run_1/sizes.png
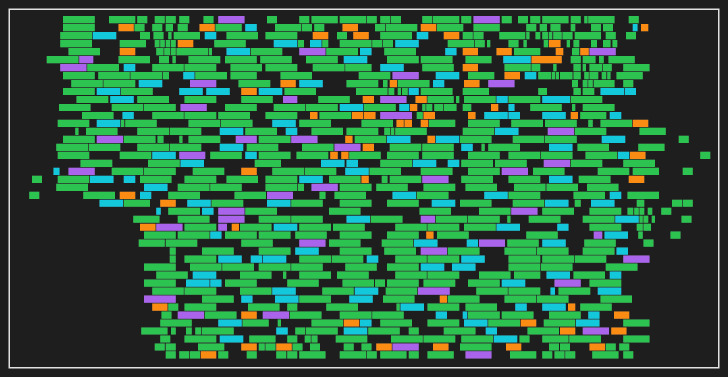
run_1/placement_by_type.png
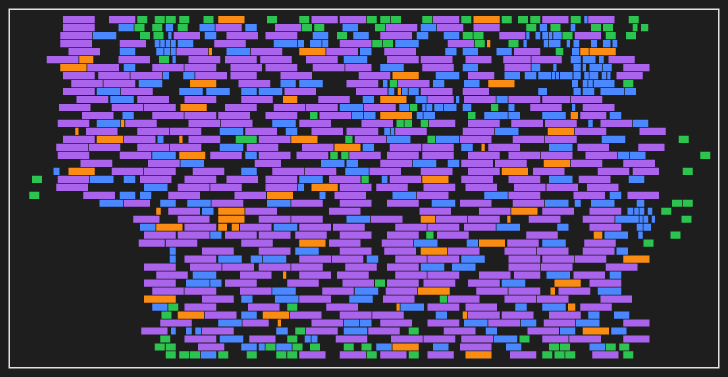
run_1/cell_density.png
Bar = 50 um. The die is cut into 24 by 12 equal tiles; dark blue is low, red is high, 0 to 100% covered.
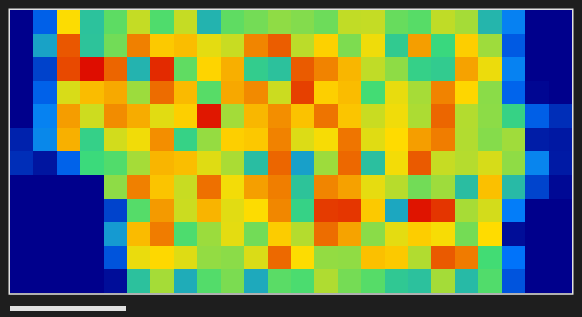
run_1/congestion.png
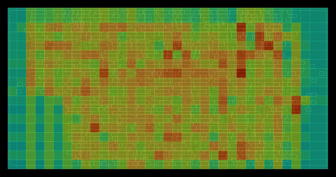
==> src/rtl/raster_cmd_dispatcher_pkg.sv <==
// Shared types and framebuffer limits for the rasterizer command dispatcher.
package raster_cmd_dispatcher_pkg;

    localparam int RASTER_X_W = 8;
    localparam int RASTER_Y_W = 8;

    localparam logic [RASTER_X_W-1:0] FB_WIDTH  = RASTER_X_W'(214);
    localparam logic [RASTER_Y_W-1:0] FB_HEIGHT = RASTER_Y_W'(160);
    localparam logic [RASTER_X_W-1:0] FB_X_MAX  = RASTER_X_W'(213);
    localparam logic [RASTER_Y_W-1:0] FB_Y_MAX  = RASTER_Y_W'(159);

    typedef enum logic [1:0] {
        RASTER_CMD_FILL  = 2'd0,
        RASTER_CMD_LINE  = 2'd1,
        RASTER_CMD_RECT  = 2'd2,
        RASTER_CMD_POINT = 2'd3
    } raster_command_t;

    typedef struct packed {
        raster_command_t         command;
        logic [2:0]              colour;
        logic [RASTER_X_W-1:0]   x0;
        logic [RASTER_Y_W-1:0]   y0;
        logic [RASTER_X_W-1:0]   x1;
        logic [RASTER_Y_W-1:0]   y1;
    } raster_op_t;

    typedef enum logic [1:0] {
        ST_IDLE  = 2'd0,
        ST_ISSUE = 2'd1,
        ST_DRAIN = 2'd2
    } disp_state_t;

endpackage

==> src/rtl/raster_cmd_dispatcher_if.sv <==
// CPU push/fence port and rasterizer command port of the dispatcher.
// master = dispatcher view; slave = CPU plus rasterizer view.
interface raster_cmd_dispatcher_if
    import raster_cmd_dispatcher_pkg::*;
#(
    parameter int DEPTH   = 8,
    parameter int X_WIDTH = RASTER_X_W,
    parameter int Y_WIDTH = RASTER_Y_W
) ();

    logic                       push_valid;
    logic                       push_ready;
    raster_op_t                 push_op;
    logic                       fence_req;
    logic                       fence_ack;
    logic [$clog2(DEPTH+1)-1:0] level;
    raster_command_t            command;
    logic [2:0]                 colour;
    logic [X_WIDTH-1:0]         x0;
    logic [X_WIDTH-1:0]         x1;
    logic [Y_WIDTH-1:0]         y0;
    logic [Y_WIDTH-1:0]         y1;
    logic                       execute_request;
    logic                       raster_ready;
    logic                       raster_busy;

    modport master (
        input  push_valid, push_op, fence_req, raster_ready, raster_busy,
        output push_ready, fence_ack, level, command, colour, x0, x1, y0, y1,
               execute_request
    );

    modport slave (
        output push_valid, push_op, fence_req, raster_ready, raster_busy,
        input  push_ready, fence_ack, level, command, colour, x0, x1, y0, y1,
               execute_request
    );

endinterface

==> src/rtl/raster_cmd_dispatcher_sync_fifo.sv <==
// Single-clock FIFO with show-ahead head and registered occupancy count.
module raster_cmd_dispatcher_sync_fifo #(
    parameter int DEPTH = 8,
    parameter int WIDTH = 8,
    localparam int PTR_W = $clog2(DEPTH),
    localparam int CNT_W = $clog2(DEPTH + 1)
) (
    input  logic             clk,
    input  logic             n_rst_async,
    input  logic             wr_en,
    input  logic [WIDTH-1:0] wr_data,
    input  logic             rd_en,
    output logic [WIDTH-1:0] rd_data,
    output logic [CNT_W-1:0] count
);

    logic [WIDTH-1:0] mem [DEPTH];
    logic [PTR_W-1:0] wr_ptr;
    logic [PTR_W-1:0] rd_ptr;

    always_ff @(posedge clk) begin
        if (wr_en) begin
            mem[wr_ptr] <= wr_data;
        end
    end

    // Pointers wrap naturally because DEPTH is a power of two.
    always_ff @(posedge clk or negedge n_rst_async) begin
        if (!n_rst_async) begin
            wr_ptr <= '0;
            rd_ptr <= '0;
            count  <= '0;
        end else begin
            if (wr_en) begin
                wr_ptr <= wr_ptr + PTR_W'(1);
            end
            if (rd_en) begin
                rd_ptr <= rd_ptr + PTR_W'(1);
            end
            if (wr_en && !rd_en) begin
                count <= count + CNT_W'(1);
            end else if (!wr_en && rd_en) begin
                count <= count - CNT_W'(1);
            end
        end
    end

    assign rd_data = mem[rd_ptr];

endmodule

==> src/rtl/raster_cmd_dispatcher.sv <==
// Buffers CPU draw ops and issues them one at a time to the rasterizer; provides a fence.
module raster_cmd_dispatcher
    import raster_cmd_dispatcher_pkg::*;
#(
    parameter int DEPTH   = 8,
    parameter int X_WIDTH = RASTER_X_W,
    parameter int Y_WIDTH = RASTER_Y_W
) (
    input logic                     clk,
    input logic                     n_rst_async,
    raster_cmd_dispatcher_if.master bus
);

    localparam int LEVEL_W = $clog2(DEPTH + 1);

    function automatic logic [RASTER_X_W-1:0] sat_x(input logic [RASTER_X_W-1:0] x);
        return (x >= FB_WIDTH) ? FB_X_MAX : x;
    endfunction

    function automatic logic [RASTER_Y_W-1:0] sat_y(input logic [RASTER_Y_W-1:0] y);
        return (y >= FB_HEIGHT) ? FB_Y_MAX : y;
    endfunction

    function automatic raster_op_t clamp_op(input raster_op_t op);
        raster_op_t r;
        r    = op;
        r.x0 = sat_x(op.x0);
        r.x1 = sat_x(op.x1);
        r.y0 = sat_y(op.y0);
        r.y1 = sat_y(op.y1);
        return r;
    endfunction

    disp_state_t        state;
    disp_state_t        state_nxt;
    logic [LEVEL_W-1:0] level;
    raster_op_t         head;
    raster_op_t         out_q;
    logic               rst_done_q;
    logic               push_ready;
    logic               push_fire;
    logic               queue_nonempty;
    logic               pop;
    logic               exec_nxt;
    logic               exec_q;
    logic               fence_hit;
    logic               fence_ack_q;

    // Ready comes from the registered level, so a same-cycle pop never frees a slot.
    assign push_ready     = rst_done_q && (level != LEVEL_W'(DEPTH));
    assign push_fire      = bus.push_valid && push_ready;
    assign queue_nonempty = (level != '0);

    raster_cmd_dispatcher_sync_fifo #(
        .DEPTH (DEPTH),
        .WIDTH ($bits(raster_op_t))
    ) u_fifo (
        .clk         (clk),
        .n_rst_async (n_rst_async),
        .wr_en       (push_fire),
        .wr_data     (clamp_op(bus.push_op)),
        .rd_en       (pop),
        .rd_data     (head),
        .count       (level)
    );

    always_ff @(posedge clk or negedge n_rst_async) begin
        if (!n_rst_async) begin
            state <= ST_IDLE;
        end else begin
            state <= state_nxt;
        end
    end

    always_comb begin
        state_nxt = state;
        unique case (state)
            ST_IDLE:  if (queue_nonempty) state_nxt = ST_ISSUE;
            ST_ISSUE: if (bus.raster_ready) state_nxt = ST_DRAIN;
            ST_DRAIN: if (!bus.raster_busy) state_nxt = queue_nonempty ? ST_ISSUE : ST_IDLE;
            default:  state_nxt = ST_IDLE;
        endcase
    end

    always_comb begin
        pop       = 1'b0;
        fence_hit = 1'b0;
        exec_nxt  = exec_q;
        unique case (state)
            ST_IDLE: begin
                pop       = queue_nonempty;
                fence_hit = bus.fence_req && !queue_nonempty && !bus.raster_busy && !push_fire;
            end
            ST_ISSUE: if (bus.raster_ready) exec_nxt = 1'b0;
            ST_DRAIN: pop = !bus.raster_busy && queue_nonempty;
            default: ;
        endcase
        if (pop) begin
            exec_nxt = 1'b1;
        end
    end

    // Output registers only change when a new op is taken from the queue.
    always_ff @(posedge clk or negedge n_rst_async) begin
        if (!n_rst_async) begin
            rst_done_q    <= 1'b0;
            exec_q        <= 1'b0;
            fence_ack_q   <= 1'b0;
            out_q.command <= RASTER_CMD_FILL;
            out_q.colour  <= '0;
            out_q.x0      <= '0;
            out_q.y0      <= '0;
            out_q.x1      <= '0;
            out_q.y1      <= '0;
        end else begin
            rst_done_q  <= 1'b1;
            exec_q      <= exec_nxt;
            fence_ack_q <= fence_hit;
            if (pop) begin
                out_q <= head;
            end
        end
    end

    assign bus.push_ready      = push_ready;
    assign bus.level           = level;
    assign bus.fence_ack       = fence_ack_q;
    assign bus.execute_request = exec_q;
    assign bus.command         = out_q.command;
    assign bus.colour          = out_q.colour;
    assign bus.x0              = out_q.x0;
    assign bus.y0              = out_q.y0;
    assign bus.x1              = out_q.x1;
    assign bus.y1              = out_q.y1;

endmodule

==> src/flat_wrapper.sv <==
// flat-port wrapper written by rule: the top's interface ports become plain ports
module raster_cmd_dispatcher_flat import raster_cmd_dispatcher_pkg::*;
#(
    parameter int DEPTH   = 8,
    parameter int X_WIDTH = RASTER_X_W,
    parameter int Y_WIDTH = RASTER_Y_W
)
  (clk, n_rst_async, bus_push_valid, bus_push_op, bus_fence_req, bus_raster_ready, bus_raster_busy, bus_push_ready, bus_fence_ack, bus_level, bus_command, bus_colour, bus_x0, bus_x1, bus_y0, bus_y1, bus_execute_request);
  raster_cmd_dispatcher_if #(.DEPTH(DEPTH), .X_WIDTH(X_WIDTH), .Y_WIDTH(Y_WIDTH)) bus_i ();
  input logic clk;
  input logic n_rst_async;
  input wire logic [$bits(bus_i.push_valid)-1:0] bus_push_valid;
  input wire logic [$bits(bus_i.push_op)-1:0] bus_push_op;
  input wire logic [$bits(bus_i.fence_req)-1:0] bus_fence_req;
  input wire logic [$bits(bus_i.raster_ready)-1:0] bus_raster_ready;
  input wire logic [$bits(bus_i.raster_busy)-1:0] bus_raster_busy;
  output wire logic [$bits(bus_i.push_ready)-1:0] bus_push_ready;
  output wire logic [$bits(bus_i.fence_ack)-1:0] bus_fence_ack;
  output wire logic [$bits(bus_i.level)-1:0] bus_level;
  output wire logic [$bits(bus_i.command)-1:0] bus_command;
  output wire logic [$bits(bus_i.colour)-1:0] bus_colour;
  output wire logic [$bits(bus_i.x0)-1:0] bus_x0;
  output wire logic [$bits(bus_i.x1)-1:0] bus_x1;
  output wire logic [$bits(bus_i.y0)-1:0] bus_y0;
  output wire logic [$bits(bus_i.y1)-1:0] bus_y1;
  output wire logic [$bits(bus_i.execute_request)-1:0] bus_execute_request;
  assign bus_i.push_valid = bus_push_valid;
  assign bus_i.push_op = bus_push_op;
  assign bus_i.fence_req = bus_fence_req;
  assign bus_i.raster_ready = bus_raster_ready;
  assign bus_i.raster_busy = bus_raster_busy;
  assign bus_push_ready = bus_i.push_ready;
  assign bus_fence_ack = bus_i.fence_ack;
  assign bus_level = bus_i.level;
  assign bus_command = bus_i.command;
  assign bus_colour = bus_i.colour;
  assign bus_x0 = bus_i.x0;
  assign bus_x1 = bus_i.x1;
  assign bus_y0 = bus_i.y0;
  assign bus_y1 = bus_i.y1;
  assign bus_execute_request = bus_i.execute_request;
  raster_cmd_dispatcher #(.DEPTH(DEPTH), .X_WIDTH(X_WIDTH), .Y_WIDTH(Y_WIDTH)) u_core (.clk(clk), .n_rst_async(n_rst_async), .bus(bus_i));
endmodule
==> config.mk <==
export PLATFORM = sky130hd
export DESIGN_NAME = raster_cmd_dispatcher_flat
export DESIGN_NICKNAME = d
export VERILOG_FILES = /design/src/rtl/raster_cmd_dispatcher_pkg.sv /design/src/rtl/raster_cmd_dispatcher_if.sv /design/src/rtl/raster_cmd_dispatcher_sync_fifo.sv /design/src/rtl/raster_cmd_dispatcher.sv /design/src/flat_wrapper.sv
export SDC_FILE = /design/constraint.sdc
export NUM_CORES = 1
export LEC_CHECK = 0
export ABC_AREA = 0
export CORE_ASPECT_RATIO = 0.5
export CORE_UTILIZATION = 48
export CTS_CLUSTER_DIAMETER = 40
export DETAILED_ROUTE_END_ITERATION = 8
export PLACE_DENSITY = 0.69
export SYNTH_ARGS = -nofsm -noshare
export SYNTH_HDL_FRONTEND = slang
export SYNTH_HIERARCHICAL = 1
export SYNTH_SLANG_ARGS = --single-unit
==> constraint.sdc <==
create_clock -name clk -period 4.9 [get_ports clk]
set_input_delay 0.98 -clock clk [delete_from_list [all_inputs] [get_ports clk]]
set_output_delay 0.98 -clock clk [all_outputs]
set_load 0.01 [all_outputs]
==> ci_impl_report.md, run 1 <==
### Yosys + OpenROAD results

| Metric | Value |
|---|---|
| Status | `completed` |
| Flops after synth | `348` |
| AND/OR/NAND/NOR Cells, Area Fraction | `2.52%` |
| Total wire length | `25500 um` |
| Top power group | `registers` |
| Setup bufs post-CTS | `0` |
| Final setup viols | `0` |
| Mi-comb count | `251` |
| Fraction of power consumed by combinational cells | `between 30% and 40%` |
| Final nets | `791` |
| Mapped Cells | `634` |
| Ys flop type | `edfxtp_1` |
| Finished Layout Cells | `1149` |
| Yosys cell count | `between 600 and 700` |
| Inverter count | `3` |
| Pwr dens | `591 nW/um^2` |
| Worst R2R Setup Slack | `a little under 2 ns` |
| Worst-path clk slew | `0.06 ns` |
| GRT Overall Usage | `18.4%` |
| Startpoint types | `input port` |
| Comb pwr | `0.00294 W` |
| Sequential Power Share | `42.0%` |
| Clk root buf | `clkbuf_16` |
| Flops | `between 300 and 400` |
| Worst path most repeated cell | `inv_1` |
| Reg2reg end | `u_core/u_fifo/count[3]` |
| Cells along the critical path | `clkdlybuf4s50_1 > nand2_1 > or3b_4 > inv_1 > inv_1 > ha_1 > inv_1 > ha_1 > or4_1 > o211ai_1 > o211ai_1` |
| GR met3 Demand/Resource | `under 10%` |
| Via count | `6266` |
| Hold Crit Depth | `2` |
| Num ports | `87` |
| Final Max Tran Viols | `0` |
| CTS Buf Count | `34` |
| PortBufs | `86` |
| Layout cells sized above 1 | `30.5%` |
| FMAX | `323 MHz` |
| DRC Markers | `0` |
| Max reg flops | `296` |
| Cts repair resizes | `0` |
| Clock buffer depth | `3` |
| MUX area fraction | `19.5%` |
| Top-area cell share | `between 60% and 70%` |
| Skew final | `approximately 0.026 ns` |
| Most numerous logic cell after layout | `edfxtp_1` |
| RSZ-0062 raised after global routing | `false` |
| Critical path arrival | `approximately 3.5 ns` |
| Total iterations of the first detailed-routing run | `4` |
| Post-synth seq share | `74.2%` |
| CP required | `roughly 5.3 ns` |
| Clk Latency, worst-skew pair | `0.52 ns` |
| Filler instances | `1999` |
| Complex Gates by Area | `less than 1%` |
| Starting DRT DRC Count | `461` |
| Largest logic family | `multiplexers` |
| Hold Crit Endpoint | `u_core/bus.execute_request` |
| Top cell category | `flip-flops and latches` |
| Clock period minus worst slack | `3.09 ns` |
| Cts hold-fix bufs | `0` |
| DIE HEIGHT | `122 um` |
| Yosys adder share | `0.601%` |
| Hold WC Path Type | `register to register` |
| Tap cell count | `382` |
-- sizes.png (at the start) --
colour	size	cells	most used
orange	_3 and _4 cells	66	mux2_4
purple	_6 and larger	44	clkbuf_16
green	_0 and _1 cells	533	edfxtp_1
cyan	_2 cells	124	mux4_2
Area growth, synth to finish: 17.7%
final worst slack: 1.81 ns

-- placement_by_type.png (at the start) --
colour	class	cells	share of their area
green	remaining buffers and delay cells	104	6.4%
orange	clock drivers and dummy loads	61	7.1%
blue	combinational and other logic	254	21%
purple	sequential cells	348	65%
Core Rows: 43
Seq/total area: 63.1%
Finished Core Util: 57.9%
Design Area, Final: 16200 sq um
Core ar.: 27900 sq um

-- cell_density.png (at the start) --
emptiest ninth of the die	south-west
fullest tile	99%
tiles over 75% full	29%
nearly empty tiles	15%
floorplan core density: 49.2%

-- congestion.png (at the start) --
global route hottest layer: met2
M1 GR Usage: 27.3%
M2 GR Usage: 28.5%
Routed WL per cell: 22.2 um

## run 1: metal layers
metal | share of wire (%) | routed length (um) | up-vias
li1 | - | - | 2788
met1 | 46 | 11900 | 3336
met2 | 48 | 12200 | 114
met3 | 4.7 | 1190 | 28
met4 | 1.3 | 332 | 0
met5 | 0 | 0 | -
## run 1: worst max path at each step
stage,start,to
2_1_floorplan,u_core/u_fifo/count[0],u_core/u_fifo/mem[0][0]
3_3_place_gp,bus_raster_busy,u_core/u_fifo/count[3]
3_5_place_dp,bus_raster_busy,u_core/u_fifo/count[3]
4_1_cts,bus_raster_busy,u_core/u_fifo/count[3]
5_1_grt,bus_raster_busy,u_core/u_fifo/count[3]
6_report,bus_raster_busy,u_core/u_fifo/count[3]
==> run 1 -> run 2 <==
clock period = 3.1 ns   (was 4.9 ns; I/O delays follow)
run_2/placement_by_type.png
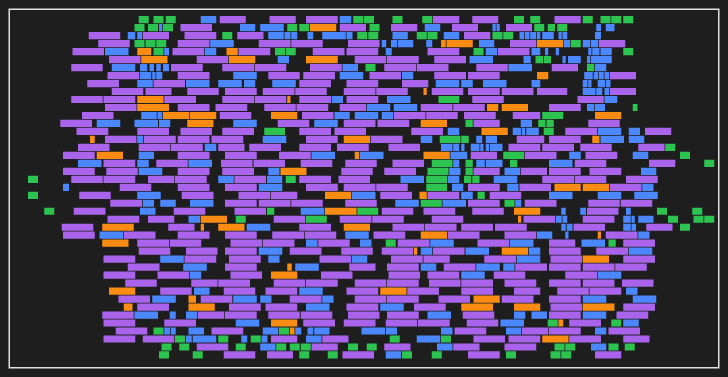
colour	class	cells	share of their area
blue	combinational and other logic	254	21%
orange	clock drivers and dummy loads	63	7.7%
purple	sequential cells	348	64%
green	remaining buffers and delay cells	114	7.6%
Finished Core Util: 59.1%
Design Area, Final: 16500 sq um
Seq/total area: 61.8%

==> run 2 against run 1 <==
Design area increased by 2.2%. Sequential share of layout area is 1.3 points lower. First-iteration DRC count shrank 1.7%. Sequential cell count stayed put. Clock power grew 73%. Critical path depth is 1 lower. Global-route usage increased by 0.35 points. Combinational power grew 65%. Largest power group unchanged.
==> ci_impl_report.md, run 2 <==
### Yosys + OpenROAD results

| Metric | Value |
|---|---|
| Clock buffer depth | `3` |
| Worst R2R Setup Slack | `0.49 ns` |
| Placed instance area | `~15000 sq um` |
| Worst slew margin | `41.7%` |
| Critical path arrival | `3.00 ns` |
| Slowest CP cell | `or4_1` |
| Area leader, netlist | `edfxtp_1` |
| Switching Power | `0.00422 W` |
| Setup bufs post-CTS | `0` |
| CP max stage delay | `between 0.4 and 0.5 ns` |
| Cells along the critical path | `nor4_1 > or3b_4 > inv_1 > inv_1 > ha_1 > inv_1 > ha_1 > or4_1 > o211ai_1 > o211ai_1` |
| WP depth | `10` |
| Core ar. | `27900 sq um` |
| CTS Buf Count | `35` |
| Most frequent cells in the layout | `296 x edfxtp_1, 85 x clkdlybuf4s50_1, 74 x mux4_2` |
| Power Total | `roughly 0.016 W` |
| Reg2reg end | `u_core/u_fifo/count[3]` |
| DIE AREA | `29300 sq um` |
| Fraction of power consumed by combinational cells | `31.0%` |
| Clock power share | `28.7%` |
| Leak Pwr | `5.59 nW` |
| Ys flop type | `edfxtp_1` |
| Worst Tran Pin Value | `between 0.8 and 0.9 ns` |
| RSZ-0062 raised after global routing | `false` |
| N_diodes | `0` |
| GRT Overall Usage | `18.7%` |
| OpenROAD warning count | `27` |
| Final worst slack | `slightly below 0.5 ns` |
| Placement Setup Slack | `-0.00971 ns` |
| Clk root buf | `clkbuf_16` |
| Starting DRT DRC Count | `453` |
| Worst Setup EP | `u_core/u_fifo/count[3]` |
| Mapped Nets | `683` |
| DR WL met3 | `1230 um` |
| Final nets | `between 800 and 900` |
| Mapped Cells | `~630` |
| CP delay by family, top | `simple AND/OR/NAND/NOR gates` |
| Area growth, synth to finish | `20.2%` |
| Synthesized cell area | `13700 sq um` |
| PortBufs | `86` |
| Max reg flops | `296` |
| Pint | `0.0114 W` |
| Cts repair resizes | `0` |
| Core Rows | `43` |
| Num ports | `slightly below 90` |
| Routed WL per cell | `between 20 and 25 um` |
| Clock period minus worst slack | `2.61 ns` |
| Final Cycle Share | `84.1%` |
| Reg2Reg Depth | `10` |
| FMAX | `384 MHz` |
| Max-cap violations | `0` |
| Yosys cell count | `~630` |
| Most numerous cell in the Yosys netlist | `edfxtp_1` |
| Final Max Tran Viols | `0` |
| Layout cells sized above 1 | `32.2%` |
| Top-area cell share | `64.7%` |
| Final setup viols | `0` |
| Biggest register | `u_core/u_fifo/mem` |
| CP startpoint | `u_core/u_fifo/count[0]` |
| Fin Hold WS | `between 0.1 and 0.15 ns` |
| Top power group | `registers` |
| Sw Ratio | `between 20% and 30%` |
| Max Fanout on Critical Path | `7` |
| Wire length on met1 | `11700 um` |
| Antenna-violating nets left | `0` |
| Setup TNS | `0 ns` |
| Hold WC Path Type | `input port to async pin` |
| H-tree depth | `2` |
| Crit Path Category | `register to register` |
| Post-synth EDFFs | `296` |
| Clk Latency, worst-skew pair | `0.51 ns` |
| Cts hold-fix bufs | `0` |
| Synth Warn # | `6` |
| Worst-path clk slew | `approximately 0.060 ns` |
| Most numerous logic cell after layout | `edfxtp_1` |
| Comb pwr | `0.00485 W` |
| Post-synth seq share | `74.2%` |
| Finished Layout Cells | `1161` |
| First-pass GRT wire length | `slightly above 40000 um` |
| Gpl congestion | `0.703` |
| Final Hold Fails | `0` |
| DRC Markers | `0` |
| CTS tree | `done` |
| Total iterations of the first detailed-routing run | `4` |
| Worst path most repeated cell | `inv_1` |
| Die width | `241 um` |
| Worst vdd ir | `~470 uV` |
| Via count | `6338` |
| FF-to-FF Start | `u_core/u_fifo/count[0]` |
| Skew final | `a little over 0.009 ns` |
| Metal2 WL | `approximately 13000 um` |
| Cell area leaders | `edfxtp_1 65%, mux4_2 12%, dfrtp_1 9.5%, mux2_4 4.0%, mux2_2 3.3%` |
| Startpoint types | `register` |
| Initial antenna violation count | `0` |
| Flops after synth | `between 300 and 400` |
| Status | `completed` |
| Async S/R FF share, synth | `14.9%` |
| Syn avg cell area | `21.7 sq um` |
| Total wire length | `about 26000 um` |
| DIE HEIGHT | `122 um` |
| Cell Type Count | `38` |
| Sequential Power Share | `slightly above 40%` |
| Floorplan core density | `49.2%` |
| Pwr dens | `946 nW/um^2` |
| CP required | `3.49 ns` |
| Critical Path Sink Type | `register` |
| DR top layer | `met4` |
## run 2: netlist changes by cell type in the layout (fill, tap and decap cells not counted), sizes merged
cell    previous run  this run
buf               19        29
clkbuf            46        41
bufinv             3         6
clkinv             7        10
inv                5         6
## run 2: layer usage
layer	track usage [%]	up-vias
met5	0	-
met4	4.71	0
met3	3.26	36
met2	30.6	145
met1	26.5	3341
li1	-	2816
## run 2: cell families after synthesis
group / synth area share (%)
fa+ha+maj: 0.601
other cells: 0.0273
mux: 19.5
compound gates: 0.975
xor+xnor: 0.383
simple gates: 2.52
buf+inv: 1.78
flops: 74.2
## run 2: cell type report
class	instances	area (sq um)
Multi-Input combinational cell	251	3370
Clock buffer	41	951
Timing Repair Buffer	114	1220
Fill cell	1956	11400
Clock inverter	22	287
Tap cell	382	478
Sequential cell	348	10200
Inverter	3	11.3
==> run 2 -> run 3 <==
PLACE_DENSITY = 0.71   (was 0.69)
clock period = 2.3 ns   (was 3.1 ns; I/O delays follow)
run_3/sizes.png
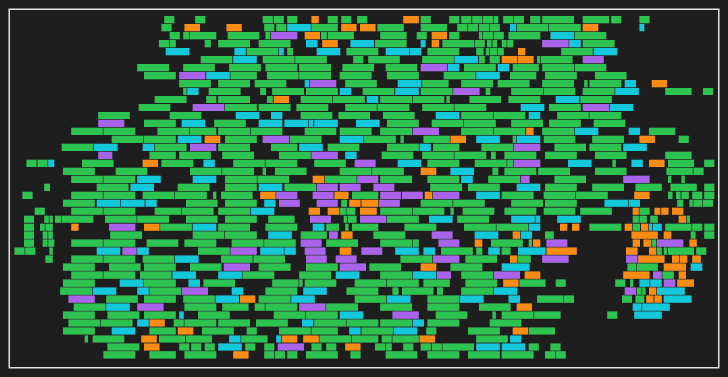
colour	size	cells	most used
green	_0 and _1 cells	516	edfxtp_1
purple	_6 and larger	63	clkbuf_16
orange	_3 and _4 cells	84	mux2_4
cyan	_2 cells	135	mux4_2
Non-clk bufs: 138
final worst slack: 0.0486 ns
Design Area, Final: 16700 sq um
Area growth, synth to finish: 21.3%

==> run 3 against run 2 <==
Cell count up 1.6%. Power rose by 31%. Utilization up 0.52 points. Critical path type unchanged. Global-route usage decreased by 0.14 points. Die area is the same. Non-clock buffer count is 24 higher. Sequential cell count unchanged. Clock-buffer cell count is 4 higher. Sequential share of layout area fell by 0.51 points. Clock skew up 0.015 ns. Largest cell class unchanged.
==> ci_impl_report.md, run 3 <==
### Yosys + OpenROAD results

| Metric | Value |
|---|---|
| Status | `completed` |
| Hold WC Path Type | `input port to async pin` |
| Setup bufs post-CTS | `2` |
| PortBufs | `about 86` |
| Layout cells sized above 1 | `35.3%` |
| Placement Setup Slack | `-0.403 ns` |
| First-pass GRT wire length | `40100 um` |
| Clock buf count | `45` |
| H-tree depth | `1` |
| Synthesized cell area | `13700 sq um` |
| Mapped Nets | `683` |
| Critical path arrival | `2.70 ns` |
| Async S/R FF share, synth | `14.9%` |
| Complex Gates by Area | `0.975%` |
| Mi-comb count | `251` |
| CP max stage delay | `roughly 0.42 ns` |
| Starting DRT DRC Count | `401` |
| Top-area cell share | `roughly two thirds` |
| Setup TNS | `0 ns` |
| Final Cycle Share | `a little under 100%` |
| Floorplan core density | `49.2%` |
| MUX area fraction | `19.5%` |
| Pint | `0.0147 W` |
| Seq. cell area | `10200 sq um` |
| Most numerous cell in the Yosys netlist | `edfxtp_1` |
| Clock power share | `24.0%` |
| Max-cap violations | `0` |
| Max Fanout on Critical Path | `3` |
| Switching Power | `0.00569 W` |
| Fin Hold WS | `0.380 ns` |
| Flops after synth | `348` |
| Final setup viols | `0` |
| Final Max Tran Viols | `0` |
| DIE AREA | `29300 sq um` |
| N_diodes | `0` |
| Clock network area share | `5.75%` |
| Reg2Reg Depth | `11` |
| Clk Latency, worst-skew pair | `0.58 ns` |
| Clk root buf | `clkbuf_16` |
| Top cell category | `flip-flops and latches` |
| Most frequent cells in the layout | `296 x edfxtp_1, 84 x clkdlybuf4s50_1, 74 x mux4_2` |
| Via count | `6442` |
| Most numerous logic cell after layout | `edfxtp_1` |
| Crit Path Category | `register to register` |
| Yosys adder share | `0.601%` |
| Worst Tran Pin Value | `0.881 ns` |
| Sw Ratio | `27.9%` |
| XOR/XNOR Fraction of Synth Area | `less than 1%` |
| Total iterations of the first detailed-routing run | `4` |
| Placed instance area | `15600 sq um` |
| Tap cell count | `382` |
| CTS tree | `done` |
| Num ports | `87` |
| Post-synth seq share | `approximately 74%` |
| Clock buffer depth | `3` |
| Seq/total area | `just over 60%` |
| Worst vdd ir | `705 uV` |
| Gpl congestion | `a little under 0.8` |
| Inverter count | `3` |
| Clock period minus worst slack | `2.25 ns` |
| FMAX | `~440 MHz` |
| Slowest CP cell | `dfrtp_2` |
| Comb pwr | `0.00719 W` |
| Antenna-violating nets left | `0` |
| CP startpoint | `u_core/u_fifo/count[1]` |
| AND/OR/NAND/NOR Cells, Area Fraction | `approximately 2.5%` |
| Comb. cell area | `3480 sq um` |
| Routed WL per cell | `22.0 um` |
| RSZ-0062 raised after global routing | `true` |
| Finished Core Util | `approximately three fifths` |
| Startpoint types | `register` |
| Filler instances | `1954` |
| CP required | `roughly 2.8 ns` |
| Worst R2R Setup Slack | `0.05 ns` |
| CTS Buf Count | `31` |
| Initial antenna violation count | `0` |
| Power Total | `a little over 0.02 W` |
| Cts hold-fix bufs | `1` |
| Synth Warn # | `6` |
| Total wire length | `approximately 26000 um` |
| Yosys cell count | `about 630` |
| Reg2reg end | `u_core/u_fifo/count[3]` |
| Post-synth EDFFs | `roughly 300` |
| Cell area leaders | `edfxtp_1 65%, mux4_2 12%, dfrtp_1 9.5%, mux2_4 4.0%, mux2_2 3.3%` |
| Top power group | `registers` |
| Cells along the critical path | `nor4_4 > or3b_4 > inv_4 > inv_2 > ha_4 > inv_4 > buf_6 > ha_4 > nand3_2 > a2111o_1 > o211ai_1` |
| Flops | `348` |
| OpenROAD warning count | `28` |
| Pwr dens | `between 1000 and 1500 nW/um^2` |
| Mapped Cells | `634` |
| Final Hold Fails | `0` |
| Finished Layout Cells | `roughly 1200` |
| Largest logic family | `multiplexers` |
| Critical Path Sink Type | `register` |
| Skew final | `0.0244 ns` |
| Biggest register | `u_core/u_fifo/mem` |
| Overflow after GRT | `0` |
| Core ar. | `27900 sq um` |
| Cell Type Count | `38` |
| CP delay by family, top | `simple AND/OR/NAND/NOR gates` |
| Worst-path clk slew | `0.06 ns` |
| Core Rows | `43` |
| DRC Markers | `0` |
| Worst slew margin | `41.3%` |
| Comb area share | `around a fifth` |
| Max reg flops | `296` |
==> run 3: how the worst max path moves through the flow <==
stage	to	slack, ns	depth (start not counted)
6_report	u_core/u_fifo/count[3]	0.05	11
5_1_grt	u_core/u_fifo/count[3]	-0.05	11
4_1_cts	u_core/u_fifo/count[3]	0.003	11
3_5_place_dp	u_core/u_fifo/count[3]	-0.40	11
3_3_place_gp	u_core/u_fifo/count[3]	-0.36	11
2_1_floorplan	u_core/u_fifo/count[3]	-0.19	12
==> run 3: per-layer routing <==
layer  GRT usage (%)  wire, um  vias up
met1            26.4     11800     3439
met3            2.97       816       44
met4            4.39       543        0
met5               0         0        -
li1                -         -     2845
met2            30.5     12800      114
Power figures rest on the tool's default switching activity, not on a simulated workload.
